## src/rtl/if_fetch_stage_pkg.sv

```systemverilog
// Shared definitions for the instruction-fetch stage: FSM encoding, default
// PC/NOP values and the layout of a prefetch FIFO entry.
package if_fetch_stage_pkg;

  typedef enum logic {
    IF_ST_FETCH   = 1'b0,
    IF_ST_DISCARD = 1'b1
  } if_state_e;

  localparam logic [31:0] PC_RESET_DEF = 32'h0000_0000;
  localparam logic [31:0] NOP_INS_DEF  = 32'h0000_0000;

  typedef struct packed {
    logic [31:0] pc;
    logic [31:0] ins;
  } fetch_entry_t;

  function automatic logic [31:0] word_align(input logic [31:0] addr);
    return {addr[31:2], 2'b00};
  endfunction

endpackage

```

## src/rtl/if_fetch_stage_fifo.sv

```systemverilog
// Pointer-based register FIFO holding {pc, ins} prefetch entries.
// Flush wins over push/pop; the caller never pushes when full or pops when empty.
module if_fetch_stage_fifo #(
  parameter int  DEPTH = 2,
  localparam int PW    = $clog2(DEPTH),
  localparam int CW    = PW + 1
) (
  input  logic          clk,
  input  logic          rst_i,
  input  logic          push_i,
  input  logic          pop_i,
  input  logic          flush_i,
  input  logic [63:0]   din_i,
  output logic [63:0]   dout_o,
  output logic [CW-1:0] count_o,
  output logic          empty_o
);

  logic [63:0]   mem_q [DEPTH];
  logic [PW-1:0] wr_ptr_q, wr_ptr_d;
  logic [PW-1:0] rd_ptr_q, rd_ptr_d;
  logic [CW-1:0] count_q, count_d;

  always_comb begin
    wr_ptr_d = wr_ptr_q;
    rd_ptr_d = rd_ptr_q;
    count_d  = count_q;
    if (flush_i) begin
      wr_ptr_d = '0;
      rd_ptr_d = '0;
      count_d  = '0;
    end else begin
      if (push_i) wr_ptr_d = wr_ptr_q + PW'(1);
      if (pop_i)  rd_ptr_d = rd_ptr_q + PW'(1);
      case ({push_i, pop_i})
        2'b10:   count_d = count_q + CW'(1);
        2'b01:   count_d = count_q - CW'(1);
        default: count_d = count_q;
      endcase
    end
  end

  always_ff @(posedge clk or posedge rst_i) begin
    if (rst_i) begin
      wr_ptr_q <= '0;
      rd_ptr_q <= '0;
      count_q  <= '0;
    end else begin
      wr_ptr_q <= wr_ptr_d;
      rd_ptr_q <= rd_ptr_d;
      count_q  <= count_d;
    end
  end

  // Storage needs no reset: an entry is only visible once count covers it.
  always_ff @(posedge clk) begin
    if (push_i && !flush_i) mem_q[wr_ptr_q] <= din_i;
  end

  assign dout_o  = mem_q[rd_ptr_q];
  assign count_o = count_q;
  assign empty_o = (count_q == '0);

endmodule

```

## src/rtl/if_fetch_stage.sv

```systemverilog
// Instruction-fetch stage: fetch PC, req/ack imem port, prefetch FIFO, redirect flush.
// imem handshake: req/addr rise together and hold until ack; ack is a one-cycle accept with rdata.
module if_fetch_stage
  import if_fetch_stage_pkg::*;
#(
  parameter logic [31:0] PC_RESET   = PC_RESET_DEF,
  parameter int          FIFO_DEPTH = 2,
  parameter logic [31:0] NOP_INS    = NOP_INS_DEF
) (
  input  logic        clk,
  input  logic        rst_i,
  input  logic        pause,
  input  logic        redirect_i,
  input  logic [31:0] redirect_pc_i,
  output logic        imem_req_o,
  output logic [31:0] imem_addr_o,
  input  logic        imem_ack_i,
  input  logic [31:0] imem_rdata_i,
  output logic [31:0] ins_o,
  output logic [31:0] pc_o,
  output logic        ins_valid_o
);

  localparam int            CW      = $clog2(FIFO_DEPTH) + 1;
  localparam logic [CW-1:0] DEPTH_C = CW'(FIFO_DEPTH);

  if_state_e     state_q, state_d;
  logic [31:0]   fetch_pc_q, fetch_pc_d;
  logic          req_q, req_d;
  logic [31:0]   addr_q, addr_d;
  logic [31:0]   last_pc_q, last_pc_d;

  logic          ack;
  logic          push;
  logic          pop;
  logic          issue;
  logic [63:0]   fifo_dout;
  logic [CW-1:0] fifo_count;
  logic          fifo_empty;
  fetch_entry_t  head;
  fetch_entry_t  push_entry;

  assign ack  = req_q & imem_ack_i;
  assign push = ack & (state_q == IF_ST_FETCH) & ~redirect_i;
  assign pop  = ~fifo_empty & ~pause & ~redirect_i;
  assign head = fetch_entry_t'(fifo_dout);
  assign push_entry = '{pc: fetch_pc_q, ins: imem_rdata_i};

  always_comb begin
    state_d    = state_q;
    fetch_pc_d = fetch_pc_q;
    req_d      = req_q & ~imem_ack_i;
    addr_d     = addr_q;
    last_pc_d  = last_pc_q;
    issue      = 1'b0;

    if (redirect_i) begin
      fetch_pc_d = word_align(redirect_pc_i);
      state_d    = (req_q && !imem_ack_i) ? IF_ST_DISCARD : IF_ST_FETCH;
    end else if (state_q == IF_ST_DISCARD) begin
      if (ack) state_d = IF_ST_FETCH;
    end else if (push) begin
      fetch_pc_d = fetch_pc_q + 32'd4;
    end

    // A request in flight already holds a FIFO slot, so only issue when idle.
    if (!req_q && state_d == IF_ST_FETCH && (redirect_i || fifo_count < DEPTH_C)) begin
      issue  = 1'b1;
      req_d  = 1'b1;
      addr_d = fetch_pc_d;
    end

    if (pop) last_pc_d = head.pc;
  end

  always_ff @(posedge clk or posedge rst_i) begin
    if (rst_i) begin
      state_q    <= IF_ST_FETCH;
      fetch_pc_q <= PC_RESET;
      req_q      <= 1'b0;
      addr_q     <= PC_RESET;
      last_pc_q  <= PC_RESET;
    end else begin
      state_q    <= state_d;
      fetch_pc_q <= fetch_pc_d;
      req_q      <= req_d;
      addr_q     <= addr_d;
      last_pc_q  <= last_pc_d;
    end
  end

  if_fetch_stage_fifo #(.DEPTH(FIFO_DEPTH)) u_fifo (
    .clk     (clk),
    .rst_i   (rst_i),
    .push_i  (push),
    .pop_i   (pop),
    .flush_i (redirect_i),
    .din_i   (push_entry),
    .dout_o  (fifo_dout),
    .count_o (fifo_count),
    .empty_o (fifo_empty)
  );

  assign imem_req_o  = req_q;
  assign imem_addr_o = addr_q;
  assign ins_valid_o = ~fifo_empty;
  assign ins_o       = fifo_empty ? NOP_INS   : head.ins;
  assign pc_o        = fifo_empty ? last_pc_q : head.pc;

endmodule
```

## config.mk

```make
export PLATFORM = sky130hd
export DESIGN_NAME = if_fetch_stage
export DESIGN_NICKNAME = d
export VERILOG_FILES = /design/src/rtl/if_fetch_stage_pkg.sv /design/src/rtl/if_fetch_stage_fifo.sv /design/src/rtl/if_fetch_stage.sv
export SDC_FILE = /design/constraint.sdc
export NUM_CORES = 1
export LEC_CHECK = 0
export CORE_ASPECT_RATIO = 1.25
export CORE_MARGIN = 2
export CORE_UTILIZATION = 30
export CTS_BUF_LIST = sky130_fd_sc_hd__clkbuf_16
export CTS_CLUSTER_DIAMETER = 50
export DETAILED_ROUTE_END_ITERATION = 7
export GPL_ROUTABILITY_DRIVEN = 0
export PLACE_DENSITY = 0.62
export SYNTH_ARGS = -nofsm -noshare
export SYNTH_HDL_FRONTEND = slang
export SYNTH_SLANG_ARGS = --single-unit
```

## constraint.sdc

```tcl
create_clock -name clk -period 3.7 [get_ports clk]
set_input_delay 0.555 -clock clk [delete_from_list [all_inputs] [get_ports clk]]
set_output_delay 0.555 -clock clk [all_outputs]
set_load 0.05 [all_outputs]
```

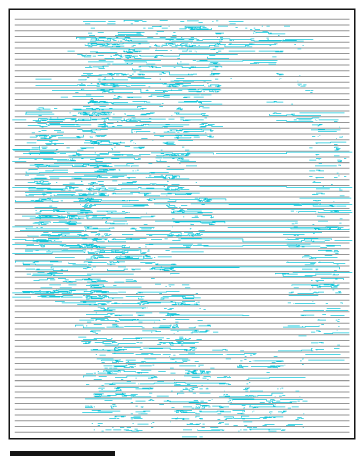
Fig. 1. The metal 1 layer (run 1).
Scale bar: 50 um. Supply wires on this layer in gray.
- nets with wire on the layer: 874
- share of all routed wire: 43%
- wire length on this layer: 9730 um
- main direction: horizontal
WL final: 22.44 mm
Via Count: 6345
met1 usage: 16.94%

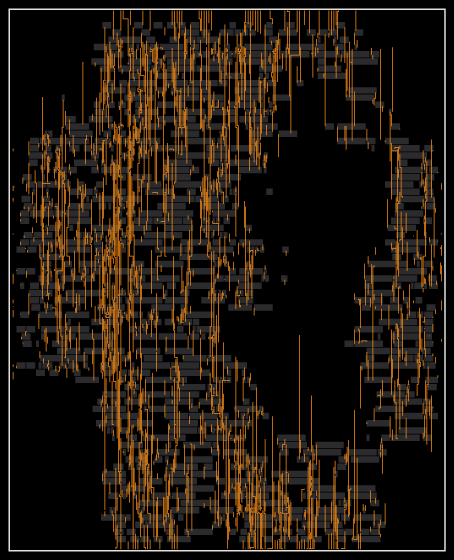
Fig. 2. Met2 routing (run 1).
- nets with wire on the layer: 810
- main direction: vertical
- share of all routed wire: 47%
- wire length on this layer: 10600 um
- longest straight run: 73.4 um
GR Layer Usage met2: 22.26%

==> metrics.csv, run 1 <==
stage;metric;value;unit
power;p_switching;4000;uW
setup_path;cp.arrival;2.52;ns
finish;layout_top_cells;clkdlybuf4s50_1, edfxtp_1, nor2_1;
detailed_routing;dr.pass1.iters;6;
setup_path;crit_start;u_fifo.rd_ptr_q;
finish;largestClassByArea;registers;
detailed_routing;wl_met3;1.394;mm
power;seqPwrFrac;35.4;%
synth;syn_area;9497;um^2
clock_network;htreeDepth;1;
synth;xor_share;2.767;%
setup_path;cp_top_family;flip-flops;
final_timing;tightest_slew;0.9514;ns
placement;port_buffers;164;
finish;num-nonclk-inverters;6;
power;p_leak;0.004578;uW
finish;signal_buffers;178;
outcome;outcome;finished, final reports clean;
global_route;grt_usage;13.37;%
clock_network;cts_made_buffers;26;
placement;dp.cells;1286;
placement;dp_slack;0.9906;ns
clock_network;clockRootBuffer;clkbuf_16;
finish;largest_reg_flops;128;
detailed_routing;viasPerCell;4.756;
clock_network;postCtsHoldBufs;0;
clock_network;cts_resized;0;
final_timing;setup_ws;0.6208;ns
finish;clock_buffer_count;27;
clock_network;clock_path_buffers;3;
synth;synthMuxAreaShare;9.684;%
synth;common_cells;edfxtp_1, nor2_1, dfrtp_1, a21oi_1, mux2i_1;
synth;simple_gate_share;11.86;%
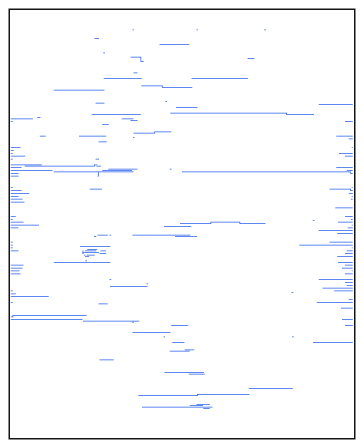
Fig. 3. The metal 3 layer (run 1).
- main direction: horizontal
- wire length on this layer: 1390 um
- share of all routed wire: 6.2%
- longest straight run: 79.8 um
- nets with wire on the layer: 117
routing usage on met3: 2.697%

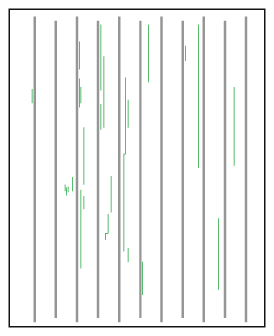
Fig. 4. Signal wires on met4 (run 1).
Supply wires on this layer in gray.
- share of all routed wire: 3.2%
- wire length on this layer: 711 um
- nets with wire on the layer: 13
- main direction: vertical
- longest straight run: 91.8 um

Fig. 5: run 1, congestion heat map
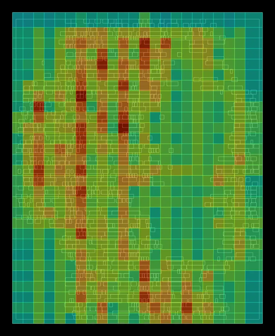

==> run 1 -> run 2 <==
Settings changed: PLACE_DENSITY 0.62 to 0.6.
Clock period 3.7 ns to 2.85 ns, I/O delays scaled along.
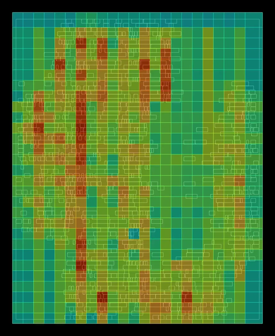
Fig. 6. Congestion heat map (run 2).
DR WL/cell: 16.19 um
GR Layer Usage met2: 22.37%
Layout Utilization: 41.18%

==> run 2 against run 1 <==
Die size stayed put; critical path type unchanged; synthesized cell count stayed put; critical endpoint is now ins_o[24]; clock skew hardly changed; cell area is 2.2% higher; routed wire length is 3.5% lower; non-clock buffer count is 8 higher; critical path depth is 1 higher; area after synthesis stayed put; clock-buffer cell count is 2 lower; setup slack worse by 0.47 ns.
==> metrics.csv, run 2 <==
stage;metric;value;unit;change
power;seqPwrFrac;34.7;%;-0.7 points
detailed_routing;viasPerCell;4.626;;-2.7%
finish;signal_buffers;186;;+4.5%
outcome;outcome;finished, final reports clean;;
synth;simple_gate_share;11.86;%;unchanged
setup_path;cp_top_family;buffers and inverters;;
power;p_switching;5142;uW;+29%
setup_path;crit_start;u_fifo.rd_ptr_q;;
clock_network;cts_resized;24;;+24
synth;syn_area;9497;um^2;unchanged
synth;synthMuxAreaShare;9.684;%;unchanged
synth;common_cells;edfxtp_1, nor2_1, dfrtp_1, a21oi_1, mux2i_1;;
final_timing;tightest_slew;0.6816;ns;-0.2698 ns
final_timing;setup_ws;0.1459;ns;-0.4749 ns
clock_network;clock_path_buffers;3;;unchanged
placement;dp_slack;0.3623;ns;-0.6283 ns
global_route;grt_usage;12.94;%;-0.43 points
global_route;met1_usage;16.83;%;-0.10 points
clock_network;clockRootBuffer;clkbuf_16;;
detailed_routing;finalWirelength;21.67;mm;-3.5%
detailed_routing;vias;6190;;-2.4%
power;p_leak;0.004959;uW;+8.3%
finish;layout_top_cells;edfxtp_1, nor2_1, dfrtp_1;;
detailed_routing;wl_met3;977;um;-30%
clock_network;htreeDepth;1;;unchanged
clock_network;postCtsHoldBufs;0;;unchanged
detailed_routing;dr.pass1.iters;4;;-2
Fig. 7: run 2, signal wires on met4
Supply wires on this layer in gray.
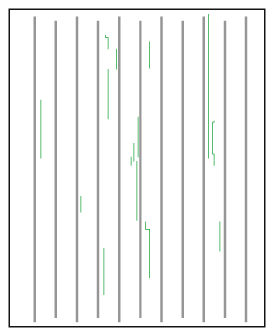

==> run 2 -> run 3 <==
Settings changed: SYNTH_HIERARCHICAL set to 1.
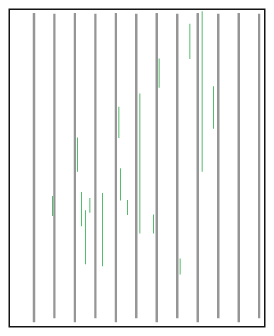
Fig. 8. Signal wires on met4 (run 3).
Supply wires on this layer in gray.
- longest straight run: 106 um
- nets with wire on the layer: 9
- main direction: vertical
- share of all routed wire: 2.1%
Via Count: 6414
WL final: 24.04 mm

==> run 3 against run 2 <==
Register-to-register slack lost 0.55 ns; critical path depth is the same; sequential share of layout area shrank 1.3 points; cell count shrank 0.75%; global-route usage grew 0.60 points; first-iteration DRC count grew 6.2%; clock-buffer cell count grew 4; highest routed layer unchanged.
==> metrics.csv, run 3 <==
stage;metric;value;unit;change
outcome;outcome;finished, final reports clean;;
setup_path;crit_fanout;21;;
placement;dp_slack;0.1779;ns;-0.1843 ns
synth;postSynthSeqShare;63.14;%;
final_timing;tightest_slew;1.073;ns;+0.3914 ns
finish;seq-cell-share;48.69;%;
global_route;met2_usage;23.00;%;+0.64 points
power;p_switching;4909;uW;-4.5%
power;p_leak;0.005081;uW;+2.4%
detailed_routing;wl_met3;984;um;+0.72%
power;maxPowerGroup;combinational logic;;
placement;dp.cells;1276;;
clock_network;clock_path_buffers;3;;unchanged
final_timing;finClkSkew;0.01637;ns;
power;pwr-share-comb;39.4;%;
detailed_routing;dr.pass1.iters;4;;unchanged
finish;bufAreaShareNonClock;13.82;%;
setup_path;crit_start;u_fifo/rd_ptr_q;;
clock_network;cts_made_buffers;25;;
clock_network;htreeDepth;1;;unchanged
floorplan;core;33410;um^2;
synth;simple_gate_share;11.23;%;-0.63 points
clock_network;cts_resized;20;;-17%
synth;syn_area;10130;um^2;+6.7%
placement;dp_hpwl;16.05;mm;
global_route;grt_usage;13.54;%;+0.60 points
finish;signal_buffers;192;;+3.2%
finish;post-route-util;39.35;%;-1.8 points
power;seqPwrFrac;35.8;%;+1.1 points
synth;edf_count;128;;
clock_network;postCtsHoldBufs;0;;unchanged
finish;largestClassByArea;registers;;
final_timing;setup_ws;0.09432;ns;-0.05157 ns
finish;layout_top_cells;edfxtp_1, dfrtp_1, clkdlybuf4s50_1;;
clock_network;clockRootBuffer;clkbuf_16;;
Power is estimated from default activity; no workload was simulated.
